`config.mk`:
```
export PLATFORM = sky130hd
export DESIGN_NAME = grant_tx_serializer
export DESIGN_NICKNAME = d
export VERILOG_FILES = /design/src/rtl/grant_tx_serializer.sv
export SDC_FILE = /design/constraint.sdc
export NUM_CORES = 1
export LEC_CHECK = 0
export ABC_AREA = 1
export CAP_MARGIN = 10
export CORE_ASPECT_RATIO = 1.75
export CORE_MARGIN = 2
export CORE_UTILIZATION = 57
export CTS_CLUSTER_DIAMETER = 100
export DETAILED_ROUTE_END_ITERATION = 10
export HOLD_SLACK_MARGIN = 0.05
export PLACE_DENSITY = 0.85
export SKIP_CTS_REPAIR_TIMING = 1
export SYNTH_ARGS = -nofsm -noshare
export SYNTH_HDL_FRONTEND = slang
export SYNTH_SLANG_ARGS = --single-unit
```
`constraint.sdc`:
```
create_clock -name clk -period 3.1 [get_ports clk]
set_clock_uncertainty 0.1 [all_clocks]
set_input_delay 0.31 -clock clk [delete_from_list [all_inputs] [get_ports clk]]
set_output_delay 0.31 -clock clk [all_outputs]
set_load 0.01 [all_outputs]
```
`src/rtl/grant_tx_serializer.sv`:
```
// grant_tx_serializer: captures granted id/data, acks the source, then sends start|id|data|parity|stop on tx
module grant_tx_serializer #(
  parameter int NUM_INPUTS   = 4,
  parameter int DATA_WIDTH   = 8,
  parameter int CLKS_PER_BIT = 16,
  localparam int ID_W = $clog2(NUM_INPUTS),
  localparam int FRAME_BITS = ID_W + DATA_WIDTH + 3
) (
  input  logic                  clk,
  input  logic                  rst,
  input  logic [NUM_INPUTS-1:0] req,
  input  logic [ID_W-1:0]       grant,
  input  logic [DATA_WIDTH-1:0] data_in,
  output logic [NUM_INPUTS-1:0] ack,
  output logic                  tx,
  output logic                  busy,
  output logic                  frame_done
);
  localparam int MAXW = ID_W > DATA_WIDTH ? ID_W : DATA_WIDTH;
  localparam int IW = MAXW > 1 ? $clog2(MAXW) : 1;
  localparam int CW = $clog2(CLKS_PER_BIT);
  typedef enum logic [2:0] {IDLE, START, ID, DATA, PARITY, STOP} state_t;
  state_t state, state_n;
  logic [CW-1:0] cnt, cnt_n;
  logic [IW-1:0] idx, idx_n;
  logic [ID_W-1:0] id_q, id_sh;
  logic [DATA_WIDTH-1:0] data_q, data_sh;
  logic [NUM_INPUTS-1:0] ack_n;
  logic last, load, id_end, data_end, tx_n;
  always_comb begin
    last = cnt == CW'(CLKS_PER_BIT - 1);
    load = state == IDLE && |req && int'(grant) < NUM_INPUTS;
    id_end = idx == IW'(ID_W - 1);
    data_end = idx == IW'(DATA_WIDTH - 1);
    state_n = state;
    cnt_n = last ? '0 : cnt + 1'b1;
    idx_n = idx;
    case (state)
      IDLE: begin
        cnt_n = '0;
        idx_n = '0;
        state_n = load ? START : IDLE;
      end
      START: state_n = last ? ID : START;
      ID: if (last) begin
        idx_n = id_end ? '0 : idx + 1'b1;
        state_n = id_end ? DATA : ID;
      end
      DATA: if (last) begin
        idx_n = data_end ? '0 : idx + 1'b1;
        state_n = data_end ? PARITY : DATA;
      end
      PARITY: state_n = last ? STOP : PARITY;
      STOP: state_n = last ? IDLE : STOP;
      default: state_n = IDLE;
    endcase
    ack_n = load ? NUM_INPUTS'(1) << grant : '0;
    id_sh = id_q >> idx_n;
    data_sh = data_q >> idx_n;
    tx_n = state_n == START ? 1'b0 :
           state_n == ID ? id_sh[0] :
           state_n == DATA ? data_sh[0] :
           state_n == PARITY ? ^{id_q, data_q} : 1'b1;
  end
  always_ff @(posedge clk) begin
    if (rst) begin
      state <= IDLE;
      cnt <= '0;
      idx <= '0;
      id_q <= '0;
      data_q <= '0;
      ack <= '0;
      tx <= 1'b1;
      busy <= 1'b0;
      frame_done <= 1'b0;
    end else begin
      state <= state_n;
      cnt <= cnt_n;
      idx <= idx_n;
      if (load) begin
        id_q <= grant;
        data_q <= data_in;
      end
      ack <= ack_n;
      tx <= tx_n;
      busy <= state_n != IDLE;
      frame_done <= state == STOP && last;
    end
  end
endmodule

```
==> Slide: Implementation Results, run 1 <==
Key Metrics from the Run

Synthesis
  – Ys flops: 27
  – Syn Area/Cell: 7.24 um^2
  – Cell count after synthesis: 204
  – Yosys cell types: 29
  – Chip Area, Yosys: 1480 um^2

STA
  – Min Hold Slack: 0.358 ns
  – Crit share post-route: 63.0%
  – Least-Margin Pin Slew: 0.395 ns
  – Max transition margin: 73.6%
  – Unrepaired setup endpoints after global routing: no
  – Setup TNS: 0 ns
  – Final setup vio count: 0

Setup path
  – R2R Setup Slk: 1.15 ns
  – CP Capture Type: flip-flop
  – Required time worst endpoint: 3.18 ns
  – WP data arrival: 2.03 ns
  – Worst-path maximum fanout: 5
  – Setup crit start kind: flip-flop
  – Worst r2r path cells: 12

Clock tree
  – Clk pin slew, worst setup/hold paths: 0.09 ns
  – Clock Latency Late Sink: 0.28 ns
  – TritonCTS clock tree: built
  – H-tree depth: 1
  – TritonCTS buffer count: 3

Global routing
  – Largest net degree at the start of global routing: 19
  – First-pass GRT wire length: 5340 um
  – GRT Total Usage: 23.0%
  – Grt total ovfl: 0
  – Number of global-route vias before repair: 1,332

Layout
  – Fillers: 209
  – Combinational Area: 810 um^2
  – Commonest Layout Cell: nand2_1
  – Nets: 248
  – Ant. Diodes: 0
  – Finished Cell Area: 1760 um^2
  – Fin cells: 253
  – Area Growth Syn to Fin: 19.4%

Min path
  – Hold Crit Class: reg2reg
  – Worst hold path startpoint: cnt[0]
  – Hold Path Depth: 1

Floorplanning
  – Ports: 23
  – Width of the die: 42.5 um
  – CORE AREA: 2490 um^2
  – FP Util: 59.3%
  – Die area: 3030 um^2
  – Die Span Y: 71.4 um

Detailed routing
  – DRT Pass-1 Iters: 4
  – Wirelength, routed: 3170 um
  – Vias: 1,371

Pwr
  – PwrDens: 417 nW/um^2
  – Tot Pwr: 735 uW
  – Pleak: 0.000775 uW

Placement
  – DP Area: 1720 um^2
  – Hpwl dp: 2570 um

Status
  – Status: finished, final reports clean

Run
  – OpenROAD warning count: 27
## run 1: how the worst max path moves through the flow
stage	endpoint	cells past startpoint	start
2_1_floorplan	tx	13	idx[0]
3_3_place_gp	tx	11	req[3]
3_5_place_dp	tx	11	req[1]
4_1_cts	tx	12	cnt[0]
5_1_grt	tx	12	cnt[0]
6_report	tx	12	cnt[0]
## run 1: per-layer routing
layer	vias to the layer above	GRT usage, %	part of all wire [%]
met5	-	0	0
li1	699	-	-
met2	28	45.3	58
met3	13	3.53	2.4
met4	0	14.9	3.8
met1	631	20.1	36
## run 1: kinds of logic after synthesis
kind of cell             after synthesis  synth area share [%]
XOR/XNOR                               9                  5.33
AND-OR/OR-AND                         29                  10.3
flip-flops                            27                  36.6
adder cells (fa/ha/maj)                4                  3.39
buffers and inverters                 34                  8.64
AND/OR/NAND/NOR                      101                  35.7
## run 1: state kept, by name, summed over array words and instances (netlist names)
| name | cells |
|---|---|
| ack | 4 |
| busy | 1 |
| tx | 1 |
| cnt | 4 |
| idx | 3 |
| state | 3 |
| id_q | 2 |
| data_q | 8 |
| frame_done | 1 |
## run 1: per-stage QoR
stage | setup WS (ns) | util, %
after floorplan | 1.38 | -
after global placement | 1.06 | 69.0
after detailed placement | 1.03 | 69.0
after CTS | 1.15 | 70.8
after global routing | 0.946 | 70.8
final | 1.15 | 70.8
## run 1: power by group
group          leakage, uW  internal, uW  switching, uW
Sequential        0.000222           367           13.5
Combinational     0.000530          71.0           79.5
Clock            0.0000228          92.4            112
## run 1: worst max-delay path: stages, from the launching register on
cell and delay, ns:
dfxtp_1 0.36, ha_1 0.29, nand2_2 0.10, nor2_4 0.15
o21ai_0 0.12, nand3_1 0.09, nand3_1 0.08, o21ai_1 0.20
nand3_1 0.12, nand3_1 0.10, nand2_1 0.05, nand2_1 0.05
nand2_1 0.04
## run 1: cell type report
type                       instances  share of cell area, %
inverter                          31                   6.60
clock buffer                       4                   2.55
sequential                        27                   30.6
multi-input combinational        143                   45.9
tap                               26                   1.84
timing repair buffer              22                   12.5
## run 1: cell usage after synthesis
master | number | area [um^2]
nand2_1 | 30 | 113
dfxtp_1 | 27 | 541
inv_1 | 24 | 90.1
nor2_1 | 24 | 90.1
nand3_1 | 17 | 85.1
o21ai_0 | 13 | 65.1
a21oi_1 | 10 | 50.1
nand2_2 | 8 | 50.1
inv_2 | 7 | 26.3
nand3b_1 | 5 | 37.5
xnor2_1 | 5 | 43.8
ha_1 | 4 | 50.1
xor2_1 | 4 | 35.0
clkbuf_1 | 3 | 11.3
nor2_2 | 3 | 18.8
a31oi_1 | 2 | 12.5
nand3_4 | 2 | 35.0
nand4_1 | 2 | 12.5
nor2_4 | 2 | 22.5
nor3_1 | 2 | 10.0
o21ai_1 | 2 | 10.0
nand2_4 | 1 | 11.3
nand3_2 | 1 | 10.0
nor3_2 | 1 | 10.0
nor3b_1 | 1 | 7.51
nor4_1 | 1 | 6.26
o211ai_1 | 1 | 7.51
o31ai_1 | 1 | 7.51
or2_4 | 1 | 8.76
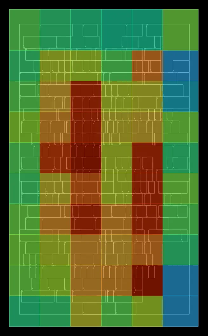
Fig. 1. Routing congestion (run 1).
wire length per cell: 12.5 um
M1 GR Usage: 20.1%
GR peak layer: met2
Final Util: 70.8%

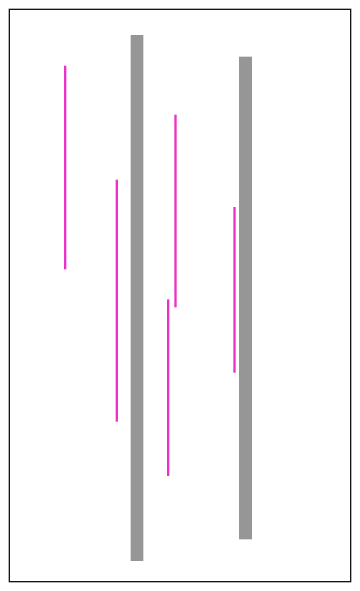
Fig. 2. The metal 4 layer (run 1).
Scale: 8 px per um. Supply wires on this layer in gray.
- share of all routed wire: 3.8%
- longest straight run: 29.9 um
- wire length on this layer: 121 um
- nets with wire on the layer: 5

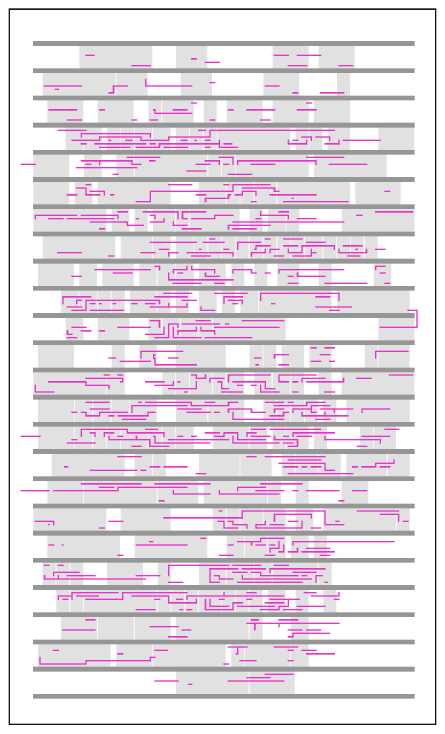
Fig. 3. The metal 1 layer (run 1).
Scale: 10 px per um. Supply wires on this layer in gray. Cells faint in the background.
- longest straight run: 12.4 um
- wire length on this layer: 1,140 um

## Run 2: what changed since run 1
--- a/config.mk
+++ b/config.mk
@@ -9,11 +9,11 @@
 export CAP_MARGIN = 10
 export CORE_ASPECT_RATIO = 1.75
 export CORE_MARGIN = 2
-export CORE_UTILIZATION = 57
+export CORE_UTILIZATION = 48
 export CTS_CLUSTER_DIAMETER = 100
 export DETAILED_ROUTE_END_ITERATION = 10
 export HOLD_SLACK_MARGIN = 0.05
-export PLACE_DENSITY = 0.85
+export PLACE_DENSITY = 0.76
 export SKIP_CTS_REPAIR_TIMING = 1
 export SYNTH_ARGS = -nofsm -noshare
 export SYNTH_HDL_FRONTEND = slang
==> constraint.sdc (replaced) <==
create_clock -name clk -period 1.61 [get_ports clk]
set_clock_uncertainty 0.1 [all_clocks]
set_input_delay 0.161 -clock clk [delete_from_list [all_inputs] [get_ports clk]]
set_output_delay 0.161 -clock clk [all_outputs]
set_load 0.01 [all_outputs]
==> run 2 against run 1 <==
Compared with the run above: non-clock buffer count rose by 32; the flow now finishes with violations (negative setup slack); first-iteration DRC count rose by 23%; area after synthesis did not move; core utilization rose by 2.7 points; fmax rose by 0.19%; wire length rose by 29%; total power rose by 100%; global-route usage fell by 3.3 points; via count rose by 16%; final area rose by 22%; sequential cell count did not move.
==> Slide: Implementation Results, run 2 <==
Key Metrics from the Run

Synthesis
  – Cell taking the most area after synthesis: dfxtp_1
  – Chip Area, Yosys: 1480 um^2
  – Syn Area/Cell: 7.24 um^2
  – Most used flip-flop cell after synthesis: dfxtp_1
  – Async SR Flop Fraction: 0%
  – Post-synth EDFFs: 0
  – Ys flops: 27
  – Synth area leaders: dfxtp_1, nand2_1, inv_1, nor2_1, nand3_1
  – Post-synth top cells: nand2_1, dfxtp_1, inv_1, nor2_1, nand3_1

Placement
  – Pre-CTS WS: -0.119 ns
  – Hpwl dp: 2520 um

Status
  – Status: finished with violations
  – Violated checks: negative setup slack

Floorplanning
  – Die area: 3560 um^2
  – Die Span Y: 77.4 um
  – Width of the die: 45.9 um
  – FP Util: 50.5%

Run
  – OpenROAD warning count: 29

Setup path
  – Required time worst endpoint: 1.73 ns
  – Delay of the slowest critical-path stage: 0.37 ns
  – Buf+Inv Stages, Crit Path: 1
  – Crit path max-delay family: simple AND/OR/NAND/NOR gates
  – Most used cell, CP: nand2_1
  – Worst r2r path cells: 12
  – CP Capture Type: flip-flop
  – Worst-path maximum fanout: 3

Global routing
  – Largest net degree at the start of global routing: 18
  – GRT Total Usage: 19.7%
  – M1 GR Usage: 19.8%
  – Number of global-route vias before repair: 1,329
  – GR peak layer: met2
  – M3 GR Usage: 2.33%

Clock tree
  – TritonCTS clock tree: built
  – H-tree depth: 1
  – Clock Latency Late Sink: 0.27 ns
  – TritonCTS buffer count: 3

Layout
  – Max reg flops: 8
  – Nets: 281
  – Regs by FF count: data_q (8), ack (4), cnt (4)
  – Register bank with the most flops: data_q
  – Area Growth Syn to Fin: 45.6%
  – Fillers: 239
  – Finished Cell Area: 2150 um^2

Detailed routing
  – Vias: 1,588

STA
  – Final worst setup slack: -0.340 ns
  – Max transition margin: 75.6%
  – Final setup vio count: 5

Min path
  – Hold Path Depth: 2
run 2: cell counts after synthesis:
No cell type changed its count.
run 2: worst paths after layout:
check | from | endpoint | slack [ns]
setup / recovery | idx[0] | tx | -0.34
hold / removal | grant[0] | ack[0] | 0.40
setup reg to reg | idx[0] | tx | -0.34
hold reg to reg | data_q[0] | data_q[0] | 0.40
run 2: layout make-up:
| class | count | area share, % |
|---|---|---|
| multi-input cells | 144 | 43.4 |
| flip-flops and latches | 27 | 25.6 |
| repair buffers | 54 | 21.7 |
| inverters | 31 | 5.41 |
| clock buffers | 3 | 1.92 |
| well taps | 28 | 1.63 |
| clock inverters | 1 | 0.233 |
run 2: stage by stage:
| stage | util (%) | hold WS (ns) | total power [uW] | setup TNS [ns] | std cells |
|---|---|---|---|---|---|
| floorplan | - | 0.133 | 949 | -0.00687 | 204 |
| finish | 73.5 | 0.401 | 1480 | -0.618 | 288 |
| detailed placement | 66.7 | 0.375 | 1060 | -0.218 | 275 |
| global placement | 66.7 | 0.372 | 1050 | -0.201 | 275 |
| global route | 73.5 | 0.400 | 1540 | -1.08 | 288 |
| CTS | 68.3 | 0.389 | 1440 | -0.222 | 279 |
run 2: cells by family after synthesis:
group	synth area share, %
XOR/XNOR	5.33
adder cells (fa/ha/maj)	3.39
AND-OR/OR-AND	10.3
buffers and inverters	8.64
flip-flops	36.6
AND/OR/NAND/NOR	35.7
run 2: per-layer routing:
metal | share of wire, % | vias up
met4 | 3.2 | 0
met3 | 3.8 | 14
met2 | 58 | 57
met5 | 0 | -
met1 | 35 | 750
li1 | - | 767
run 2: report_power, final:
group	internal, uW	leakage (uW)	switching, uW
registers	705	0.000225	27.3
logic	169	0.000711	189
clock network	173	0.0000255	213
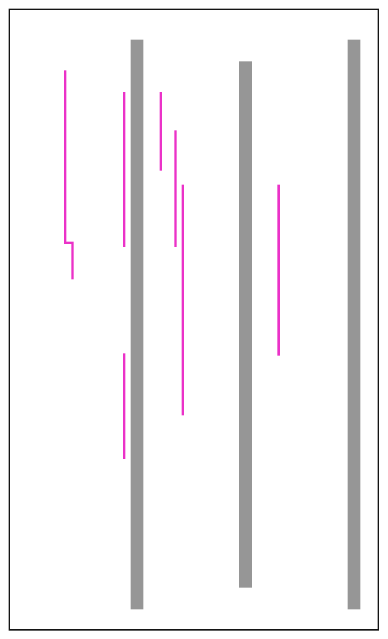
Fig. 4. The metal 4 layer (run 2).
Scale: 8 px per um. Supply wires on this layer in gray.
- longest straight run: 28.6 um
- wire length on this layer: 132 um

## Run 3: what changed since run 2
--- a/config.mk
+++ b/config.mk
@@ -6,6 +6,7 @@
 export NUM_CORES = 1
 export LEC_CHECK = 0
 export ABC_AREA = 1
+export ABC_CLOCK_PERIOD_IN_PS = 1610
 export CAP_MARGIN = 10
 export CORE_ASPECT_RATIO = 1.75
 export CORE_MARGIN = 2
==> run 3 against run 2 <==
Compared with the run above: the flow still finishes with violations (negative setup slack); via count is the same; total power is the same; first-iteration DRC count unchanged; die area unchanged; critical path depth unchanged; non-clock buffer count unchanged; fmax stayed put; area after synthesis stayed put; register-to-register slack about the same; final cell count stayed put; sequential power hardly changed; critical path type unchanged; largest power group unchanged; highest routed layer unchanged.
==> Slide: Implementation Results, run 3 <==
Key Metrics from the Run

Status
  – Status: finished with violations
  – Violated checks: negative setup slack

STA
  – Setup TNS: -0.618 ns
  – Final setup vio count: 5
  – Max transition margin: 75.6%
  – Min Hold Slack: 0.401 ns
  – Tmin final: 1.95 ns
  – Final worst setup slack: -0.340 ns
  – Crit share post-route: 121%
  – Least-Margin Pin Slew: 0.364 ns
  – Unrepaired setup endpoints after global routing: yes

Setup path
  – Worst-path maximum fanout: 3
  – CP Capture Type: flip-flop
  – Required time worst endpoint: 1.73 ns
  – WP data arrival: 2.07 ns
  – Setup crit start kind: flip-flop

Floorplanning
  – FP Util: 50.5%
  – CORE AREA: 2930 um^2
  – Rows: 26
  – Width of the die: 45.9 um
  – Die area: 3560 um^2
  – Die Span Y: 77.4 um
  – Ports: 23

Synthesis
  – Chip Area, Yosys: 1480 um^2
  – Cell taking the most area after synthesis: dfxtp_1
  – Synthesized area: 1480 um^2
  – Synth top area share: 36.6%
  – Async SR Flop Fraction: 0%
  – Yosys cell count: 204
  – XOR Share, Synth: 5.33%
  – Syn Area/Cell: 7.24 um^2
  – Post-synthesis simple-gate area fraction: 35.7%
  – Post-synth EDFFs: 0
  – Ao+oa area frac: 10.3%
  – Ys flops: 27
  – Adders+Majority by Area: 3.39%
  – Multiplexer share of the synthesized area: 0%
  – Net Count, Synth: 224
  – Most used flip-flop cell after synthesis: dfxtp_1
  – Cell with the most instances after synthesis: nand2_1
  – Yosys cell types: 29
  – Cell count after synthesis: 204
  – Synth area leaders: dfxtp_1, nand2_1, inv_1, nor2_1, nand3_1
  – Post-synth top cells: nand2_1, dfxtp_1, inv_1, nor2_1, nand3_1
  – Top logic family: simple AND/OR/NAND/NOR gates
  – Synth warn: 0

Clock tree
  – Clk pin slew, worst setup/hold paths: 0.09 ns
  – Root buffer cell: clkbuf_8
  – TritonCTS clock tree: built
  – TritonCTS buffer count: 3
  – H-tree depth: 1
  – Clock Latency Late Sink: 0.27 ns

Run
  – OpenROAD warning count: 29
  – Max_cap viols: 0

Placement
  – Pre-CTS WS: -0.119 ns
  – Hpwl dp: 2520 um
  – DP Area: 1950 um^2
  – Port Buffer Count: 22

Detailed routing
  – Vias: 1,588
  – Wirelength, routed: 4080 um
  – Wire length per cell: 14.2 um
  – Detail Route Antenna Nets: 0
  – DRT iter0 DRCs: 43
  – DRT Pass-1 Iters: 5

Layout
  – Ant. Diodes: 0
  – Share of cells above drive strength 1: 33.5%
  – Commonest Layout Cell: buf_4
  – Register bank with the most flops: data_q
  – Area Growth Syn to Fin: 45.6%
  – Finished Cell Area: 2150 um^2
  – Final Util: 73.5%
  – Nets: 281
  – Regs by FF count: data_q (8), ack (4), cnt (4)
  – Most frequent cells in the layout: buf_4, inv_1, nand2_1
  – Fillers: 239
  – Max reg flops: 8

Global routing
  – Largest net degree at the start of global routing: 18
  – Grt total ovfl: 0
  – GRT Total Usage: 19.7%
  – Number of global-route vias before repair: 1,329
  – Antenna violations before repair: 0
  – First-pass GRT wire length: 5310 um

Pwr
  – Pleak: 0.000961 uW
  – PwrDens: 686 nW/um^2

Min path
  – Hold Crit Class: in2reg
run 3: cell counts after synthesis:
No cell type changed its count.
run 3: final cells by class:
| cell class | count | area (um^2) | share of cell area (%) |
|---|---|---|---|
| clock inverter | 1 | 5.00 | 0.233 |
| multi-input combinational | 144 | 935 | 43.4 |
| clock buffer | 3 | 41.3 | 1.92 |
| timing repair buffer | 54 | 468 | 21.7 |
| tap | 28 | 35.0 | 1.63 |
| inverter | 31 | 116 | 5.41 |
| sequential | 27 | 552 | 25.6 |
run 3: layer usage:
layer / vias up / track usage, % / wire length [um] / part of all wire, %
li1: 767 / - / - / -
met1: 750 / 19.8 / 1430 / 35
met2: 57 / 36.5 / 2360 / 58
met3: 14 / 2.33 / 155 / 3.8
met4: 0 / 9.14 / 132 / 3.2
met5: - / 0 / 0 / 0
run 3: critical path, cell delays in order (launching register included):
cell and delay [ns]:
dfxtp_4 0.37, ha_4 0.16, ha_4 0.26, inv_1 0.04, o21ai_1 0.13, nand3_1 0.13
nand3b_1 0.23, nand3_2 0.11, nand3b_1 0.13, nand3_2 0.07, nand2_1 0.06, nand2_1 0.05
nand2_1 0.06
run 3: kinds of logic (layout without fill, tap and decap cells):
logic type | after synthesis | after routing
AND/OR/NAND/NOR | 101 | 102
AND-OR/OR-AND | 29 | 29
buffers and inverters | 34 | 89
flip-flops | 27 | 27
XOR/XNOR | 9 | 9
adder cells (fa/ha/maj) | 4 | 4
run 3: power by group:
group / leakage, uW / switching, uW / internal, uW
sequential: 0.000225 / 27.3 / 705
clock: 0.0000255 / 213 / 173
combinational: 0.000711 / 189 / 169
run 3: worst paths after layout:
path | from | endpoint | slack [ns] | depth (start not counted)
worst max-delay path | idx[0] | tx | -0.34 | 12
worst min-delay path | grant[0] | ack[0] | 0.40 | 2
worst max register to register | idx[0] | tx | -0.34 | 12
worst min register to register | data_q[0] | data_q[0] | 0.40 | 2
run 3: through the flow:
step / total power (uW) / instances
after floorplan: 949 / 204
after global placement: 1050 / 275
after detailed placement: 1060 / 275
after CTS: 1440 / 279
after global routing: 1540 / 288
final: 1480 / 288
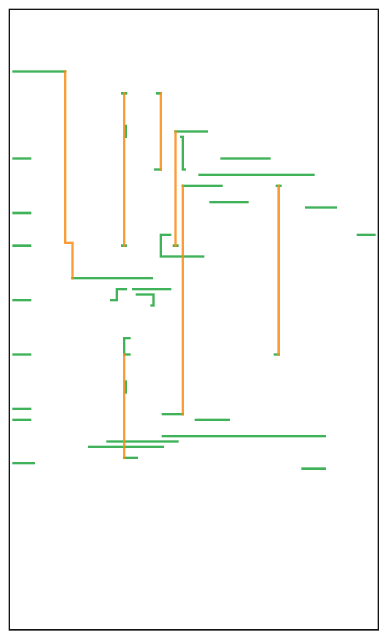
Fig. 5. Wiring by layer (run 3).
Scale: 8 px per um. Two of the layers only.
- orange: M4 (wire length 132 um)
- green: M3 (wire length 155 um)

No activity file was given, so power comes from the tool's default toggle rates.
